===== src/rtl/rv_alu_decode_stage_pkg.sv =====
// Shared types for the RV32I ALU decode stage: ALU codes, opcodes and the decoded bundle.
// Optional field `illegal` exists only when RV_DECODE_ILLEGAL_FLAG_EN is defined.
package rv_alu_pkg;

    localparam int unsigned XLEN     = 32;
    localparam int unsigned ILEN     = 32;
    localparam int unsigned REG_IDXW = 5;
    localparam int unsigned CNT_W    = 8;

    localparam logic [6:0] OP_R      = 7'b0110011;
    localparam logic [6:0] OP_IMM    = 7'b0010011;
    localparam logic [6:0] OP_LOAD   = 7'b0000011;
    localparam logic [6:0] OP_STORE  = 7'b0100011;
    localparam logic [6:0] OP_BRANCH = 7'b1100011;
    localparam logic [6:0] OP_LUI    = 7'b0110111;

    typedef enum logic [3:0] {
        ALU_AND  = 4'b0000,
        ALU_OR   = 4'b0001,
        ALU_ADD  = 4'b0010,
        ALU_SLTU = 4'b0011,
        ALU_SLT  = 4'b0100,
        ALU_BLTU = 4'b0101,
        ALU_SUB  = 4'b0110,
        ALU_BGEU = 4'b0111,
        ALU_SLL  = 4'b1000,
        ALU_XOR  = 4'b1001,
        ALU_SRL  = 4'b1010,
        ALU_SRA  = 4'b1011,
        ALU_BEQ  = 4'b1100,
        ALU_BNE  = 4'b1101,
        ALU_BLT  = 4'b1110,
        ALU_BGE  = 4'b1111
    } alu_ctrl_e;

    typedef struct packed {
        logic [XLEN-1:0]     pc;
        logic [XLEN-1:0]     imm;
        alu_ctrl_e           alu_ctrl;
        logic                use_imm;
        logic [REG_IDXW-1:0] rs1;
        logic [REG_IDXW-1:0] rs2;
        logic [REG_IDXW-1:0] rd;
        logic                reg_write;
        logic                is_branch;
`ifdef RV_DECODE_ILLEGAL_FLAG_EN
        logic                illegal;
`endif
    } dec_bundle_t;

    // Shared R-type / I-ALU mapping; alt selects SUB/SRA where funct3 allows it.
    function automatic alu_ctrl_e alu_from_funct3(input logic [2:0] funct3, input logic alt);
        alu_ctrl_e code;
        code = ALU_ADD;
        case (funct3)
            3'b000:  code = alt ? ALU_SUB : ALU_ADD;
            3'b001:  code = ALU_SLL;
            3'b010:  code = ALU_SLT;
            3'b011:  code = ALU_SLTU;
            3'b100:  code = ALU_XOR;
            3'b101:  code = alt ? ALU_SRA : ALU_SRL;
            3'b110:  code = ALU_OR;
            default: code = ALU_AND;
        endcase
        return code;
    endfunction

endpackage


===== src/rtl/rv_alu_decode_stage_if.sv =====
// Fetch-side and ALU-side valid/ready bus of the decode stage.
// out_illegal / out_illegal_cnt exist only when RV_DECODE_ILLEGAL_FLAG_EN is defined.
interface rv_alu_decode_stage_if;
    import rv_alu_pkg::*;

    logic                in_valid;
    logic                in_ready;
    logic [ILEN-1:0]     in_instr;
    logic [XLEN-1:0]     in_pc;

    logic                out_valid;
    logic                out_ready;
    logic [3:0]          out_alu_ctrl;
    logic                out_use_imm;
    logic [XLEN-1:0]     out_imm;
    logic [REG_IDXW-1:0] out_rs1;
    logic [REG_IDXW-1:0] out_rs2;
    logic [REG_IDXW-1:0] out_rd;
    logic                out_reg_write;
    logic                out_is_branch;
    logic [XLEN-1:0]     out_pc;
`ifdef RV_DECODE_ILLEGAL_FLAG_EN
    logic                out_illegal;
    logic [CNT_W-1:0]    out_illegal_cnt;
`endif

    modport master (
        output in_valid, in_instr, in_pc, out_ready,
        input  in_ready, out_valid, out_alu_ctrl, out_use_imm, out_imm,
               out_rs1, out_rs2, out_rd, out_reg_write, out_is_branch, out_pc
`ifdef RV_DECODE_ILLEGAL_FLAG_EN
        , input out_illegal, out_illegal_cnt
`endif
    );

    modport slave (
        input  in_valid, in_instr, in_pc, out_ready,
        output in_ready, out_valid, out_alu_ctrl, out_use_imm, out_imm,
               out_rs1, out_rs2, out_rd, out_reg_write, out_is_branch, out_pc
`ifdef RV_DECODE_ILLEGAL_FLAG_EN
        , output out_illegal, out_illegal_cnt
`endif
    );

endinterface


===== src/rtl/rv_instr_decoder.sv =====
// Purely combinational RV32I instruction -> ALU control bundle decoder.
// Sets the bundle's illegal field when RV_DECODE_ILLEGAL_FLAG_EN is defined.
module rv_instr_decoder
    import rv_alu_pkg::*;
(
    input  logic [ILEN-1:0] instr_i,
    input  logic [XLEN-1:0] pc_i,
    output dec_bundle_t     dec_o
);

    logic [6:0]          opcode;
    logic [2:0]          funct3;
    logic [REG_IDXW-1:0] rd;
    logic [REG_IDXW-1:0] rs1;
    logic [REG_IDXW-1:0] rs2;
    logic [XLEN-1:0]     imm_i;
    logic [XLEN-1:0]     imm_s;
    logic [XLEN-1:0]     imm_b;
    logic [XLEN-1:0]     imm_u;
    logic                illegal;
    logic                writes_rd;

    assign opcode = instr_i[6:0];
    assign rd     = instr_i[11:7];
    assign funct3 = instr_i[14:12];
    assign rs1    = instr_i[19:15];
    assign rs2    = instr_i[24:20];

    assign imm_i = {{20{instr_i[31]}}, instr_i[31:20]};
    assign imm_s = {{20{instr_i[31]}}, instr_i[31:25], instr_i[11:7]};
    assign imm_b = {{19{instr_i[31]}}, instr_i[31], instr_i[7], instr_i[30:25], instr_i[11:8], 1'b0};
    assign imm_u = {instr_i[31:12], 12'b0};

    always_comb begin
        dec_o          = '0;
        dec_o.pc       = pc_i;
        dec_o.alu_ctrl = ALU_ADD;
        dec_o.rs1      = rs1;
        dec_o.rs2      = rs2;
        dec_o.rd       = rd;
        illegal        = 1'b0;
        writes_rd      = 1'b0;

        case (opcode)
            OP_R: begin
                dec_o.alu_ctrl = alu_from_funct3(funct3, instr_i[30]);
                writes_rd      = 1'b1;
            end
            OP_IMM: begin
                // Only the shift group honours bit 30, so ADDI can never become SUB.
                dec_o.alu_ctrl = alu_from_funct3(funct3, (funct3 == 3'b101) && instr_i[30]);
                dec_o.use_imm  = 1'b1;
                dec_o.imm      = imm_i;
                writes_rd      = 1'b1;
            end
            OP_LOAD: begin
                dec_o.use_imm = 1'b1;
                dec_o.imm     = imm_i;
                writes_rd     = 1'b1;
            end
            OP_STORE: begin
                dec_o.use_imm = 1'b1;
                dec_o.imm     = imm_s;
            end
            OP_BRANCH: begin
                case (funct3)
                    3'b000:  dec_o.alu_ctrl = ALU_BEQ;
                    3'b001:  dec_o.alu_ctrl = ALU_BNE;
                    3'b100:  dec_o.alu_ctrl = ALU_BLT;
                    3'b101:  dec_o.alu_ctrl = ALU_BGE;
                    3'b110:  dec_o.alu_ctrl = ALU_BLTU;
                    3'b111:  dec_o.alu_ctrl = ALU_BGEU;
                    default: illegal        = 1'b1;
                endcase
                dec_o.is_branch = ~illegal;
                dec_o.imm       = illegal ? '0 : imm_b;
            end
            OP_LUI: begin
                dec_o.rs1     = '0;
                dec_o.use_imm = 1'b1;
                dec_o.imm     = imm_u;
                writes_rd     = 1'b1;
            end
            default: illegal = 1'b1;
        endcase

        dec_o.reg_write = writes_rd && (rd != '0);
`ifdef RV_DECODE_ILLEGAL_FLAG_EN
        dec_o.illegal   = illegal;
`endif
    end

endmodule


===== src/rtl/rv_alu_decode_stage.sv =====
// Registered RV32I decode stage: main + skid register pair giving full throughput under backpressure.
// Optional illegal flag and saturating illegal counter via RV_DECODE_ILLEGAL_FLAG_EN.
module rv_alu_decode_stage
    import rv_alu_pkg::*;
(
    input  logic                 clk,
    input  logic                 rst_n,
    rv_alu_decode_stage_if.slave bus
);

    dec_bundle_t dec_c;
    dec_bundle_t main_q, main_d;
    dec_bundle_t skid_q, skid_d;
    logic        main_valid_q, main_valid_d;
    logic        skid_valid_q, skid_valid_d;
    logic        in_fire;
    logic        out_fire;

    rv_instr_decoder u_decoder (
        .instr_i (bus.in_instr),
        .pc_i    (bus.in_pc),
        .dec_o   (dec_c)
    );

    assign in_fire  = bus.in_valid & ~skid_valid_q;
    assign out_fire = main_valid_q & bus.out_ready;

    // Main refills from skid first so ordering is preserved; skid only catches a stalled accept.
    always_comb begin
        main_valid_d = main_valid_q;
        main_d       = main_q;
        skid_valid_d = skid_valid_q;
        skid_d       = skid_q;

        if (out_fire || !main_valid_q) begin
            if (skid_valid_q) begin
                main_valid_d = 1'b1;
                main_d       = skid_q;
                skid_valid_d = 1'b0;
            end else if (in_fire) begin
                main_valid_d = 1'b1;
                main_d       = dec_c;
            end else begin
                main_valid_d = 1'b0;
            end
        end else if (in_fire) begin
            skid_valid_d = 1'b1;
            skid_d       = dec_c;
        end
    end

    always_ff @(posedge clk or negedge rst_n) begin
        if (!rst_n) begin
            main_valid_q <= 1'b0;
            skid_valid_q <= 1'b0;
            main_q       <= '0;
            skid_q       <= '0;
        end else begin
            main_valid_q <= main_valid_d;
            skid_valid_q <= skid_valid_d;
            main_q       <= main_d;
            skid_q       <= skid_d;
        end
    end

    assign bus.in_ready      = ~skid_valid_q;
    assign bus.out_valid     = main_valid_q;
    assign bus.out_alu_ctrl  = main_q.alu_ctrl;
    assign bus.out_use_imm   = main_q.use_imm;
    assign bus.out_imm       = main_q.imm;
    assign bus.out_rs1       = main_q.rs1;
    assign bus.out_rs2       = main_q.rs2;
    assign bus.out_rd        = main_q.rd;
    assign bus.out_reg_write = main_q.reg_write;
    assign bus.out_is_branch = main_q.is_branch;
    assign bus.out_pc        = main_q.pc;

`ifdef RV_DECODE_ILLEGAL_FLAG_EN
    logic [CNT_W-1:0] illegal_cnt_q, illegal_cnt_d;

    always_comb begin
        illegal_cnt_d = illegal_cnt_q;
        if (out_fire && main_q.illegal && (illegal_cnt_q != {CNT_W{1'b1}})) begin
            illegal_cnt_d = illegal_cnt_q + CNT_W'(1);
        end
    end

    always_ff @(posedge clk or negedge rst_n) begin
        if (!rst_n) begin
            illegal_cnt_q <= '0;
        end else begin
            illegal_cnt_q <= illegal_cnt_d;
        end
    end

    assign bus.out_illegal     = main_q.illegal;
    assign bus.out_illegal_cnt = illegal_cnt_q;
`endif

endmodule


===== src/flat_wrapper.sv =====
// flat-port wrapper written by rule: the top's interface ports become plain ports
module rv_alu_decode_stage_flat import rv_alu_pkg::*;
  (clk, rst_n, bus_in_valid, bus_in_instr, bus_in_pc, bus_out_ready, bus_in_ready, bus_out_valid, bus_out_alu_ctrl, bus_out_use_imm, bus_out_imm, bus_out_rs1, bus_out_rs2, bus_out_rd, bus_out_reg_write, bus_out_is_branch, bus_out_pc);
  rv_alu_decode_stage_if bus_i ();
  input  logic clk;
  input  logic rst_n;
  input wire logic [$bits(bus_i.in_valid)-1:0] bus_in_valid;
  input wire logic [$bits(bus_i.in_instr)-1:0] bus_in_instr;
  input wire logic [$bits(bus_i.in_pc)-1:0] bus_in_pc;
  input wire logic [$bits(bus_i.out_ready)-1:0] bus_out_ready;
  output wire logic [$bits(bus_i.in_ready)-1:0] bus_in_ready;
  output wire logic [$bits(bus_i.out_valid)-1:0] bus_out_valid;
  output wire logic [$bits(bus_i.out_alu_ctrl)-1:0] bus_out_alu_ctrl;
  output wire logic [$bits(bus_i.out_use_imm)-1:0] bus_out_use_imm;
  output wire logic [$bits(bus_i.out_imm)-1:0] bus_out_imm;
  output wire logic [$bits(bus_i.out_rs1)-1:0] bus_out_rs1;
  output wire logic [$bits(bus_i.out_rs2)-1:0] bus_out_rs2;
  output wire logic [$bits(bus_i.out_rd)-1:0] bus_out_rd;
  output wire logic [$bits(bus_i.out_reg_write)-1:0] bus_out_reg_write;
  output wire logic [$bits(bus_i.out_is_branch)-1:0] bus_out_is_branch;
  output wire logic [$bits(bus_i.out_pc)-1:0] bus_out_pc;
  assign bus_i.in_valid = bus_in_valid;
  assign bus_i.in_instr = bus_in_instr;
  assign bus_i.in_pc = bus_in_pc;
  assign bus_i.out_ready = bus_out_ready;
  assign bus_in_ready = bus_i.in_ready;
  assign bus_out_valid = bus_i.out_valid;
  assign bus_out_alu_ctrl = bus_i.out_alu_ctrl;
  assign bus_out_use_imm = bus_i.out_use_imm;
  assign bus_out_imm = bus_i.out_imm;
  assign bus_out_rs1 = bus_i.out_rs1;
  assign bus_out_rs2 = bus_i.out_rs2;
  assign bus_out_rd = bus_i.out_rd;
  assign bus_out_reg_write = bus_i.out_reg_write;
  assign bus_out_is_branch = bus_i.out_is_branch;
  assign bus_out_pc = bus_i.out_pc;
  rv_alu_decode_stage u_core (.clk(clk), .rst_n(rst_n), .bus(bus_i));
endmodule

===== config.mk =====
export PLATFORM = sky130hd
export DESIGN_NAME = rv_alu_decode_stage_flat
export DESIGN_NICKNAME = d
export VERILOG_FILES = /design/src/rtl/rv_alu_decode_stage_pkg.sv /design/src/rtl/rv_alu_decode_stage_if.sv /design/src/rtl/rv_instr_decoder.sv /design/src/rtl/rv_alu_decode_stage.sv /design/src/flat_wrapper.sv
export SDC_FILE = /design/constraint.sdc
export NUM_CORES = 1
export LEC_CHECK = 0
export ABC_AREA = 0
export CAP_MARGIN = 20
export CORE_MARGIN = 2
export CORE_UTILIZATION = 40
export CTS_CLUSTER_SIZE = 20
export DETAILED_ROUTE_END_ITERATION = 8
export HOLD_SLACK_MARGIN = 0.02
export SLEW_MARGIN = 30
export SYNTH_ARGS = -nofsm -noshare
export SYNTH_HDL_FRONTEND = slang
export SYNTH_HIERARCHICAL = 1
export SYNTH_SLANG_ARGS = --single-unit

===== constraint.sdc =====
create_clock -name clk -period 3.1 [get_ports clk]
set_clock_uncertainty 0.1 [all_clocks]
set_input_delay 0.775 -clock clk [delete_from_list [all_inputs] [get_ports clk]]
set_output_delay 0.775 -clock clk [all_outputs]
set_load 0.01 [all_outputs]

### Wiring heat map

Scale: 2 px per um. 30 x 30 tiles, from dark purple (low) to yellow (high), scaled to the fullest tile. Values are wire area over tile area, all layers added.
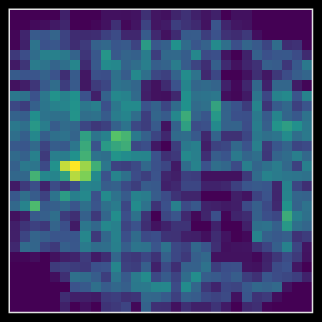
nearly empty tiles	10%
mean over tiles	0.13
tiles over half the peak	4.1%
Total GRT Usage: 0.176
drt wl/cell: 18.9 um
drt total wl: 19200 um

### Routed metal, one colour a layer

Scale: 2 px per um. Only two layers are drawn.
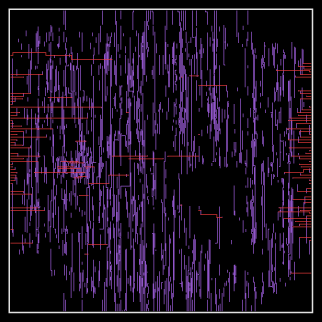
layer	colour	wire length
met2	purple	9310 um
met3	red	929 um
Vias: 5156

==> ci_impl_report.md <==
## PnR job results

| Metric | Value |
|---|---|
| Cts bufs inserted | `17` |
| Postcts setup bufs | `0` |
| Ys cells | `605` |
| Avg Cell Area, Syn | `14.3 um^2` |
| Row Count | `53` |
| Top reg by flops | `u_core/skid_q` |
| Flip-flops with a built-in enable | `0` |
| Flop pwr share | `0.454` |
| Worst-path cell chain | `clkdlybuf4s50_1 -> nand4bb_1 -> nor3_1 -> o21ai_0 -> and3_1 -> mux2_2 -> mux2_2` |
| Setup ws final | `517 ps` |
| Root Driver | `clkbuf_16` |
| First-pass detailed-route iteration total | `4` |
| Comb pwr | `0.00128 W` |
| Seq area share | `0.400` |
| PostCTS Resize Cnt | `0` |
| Synth mux share | `0.354` |
| Status | `finished clean` |
| Comb pwr share | `0.210` |
| Static leakage | `4.90 nW` |
| Clk sinks | `174` |
| Fin util | `0.517` |
| Dominant cell type by area after synthesis | `dfrtp_1` |
| Comb/total area | `0.341` |
| Most frequent cells after synthesis | `mux2_2, dfrtp_1, buf_4, mux2_1, mux2_4` |
| Yosys xor share | `0.00101` |
| Syn nets | `673` |
| Max Slew Vio Count | `0` |
| Number of buffers on the longest clock path | `2` |
| N_taps | `275` |
| Routed wl met2 | `9310 um` |
| Final HPWL DP | `13100 um` |
| Metal3 WL | `928 um` |
### Layout detail

Window x 60 to 90, y 60 to 90 um. Cells in grey, sequential cells in the stronger grey; small squares are vias.
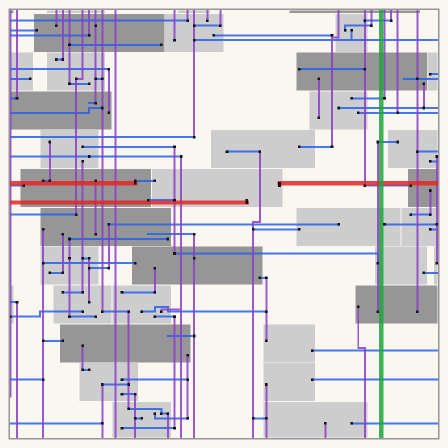
layer	colour
met4	green
met1	blue
met3	red
met2	purple
netlist names of flops here include	u_core/bus.out_imm (4), u_core/skid_q (4)
cells with their middle in the window	27
most frequent	mux2_2 (11), dfrtp_1 (8)
sequential cells in the window	8

Power figures rest on the tool's default switching activity, not on a simulated workload.
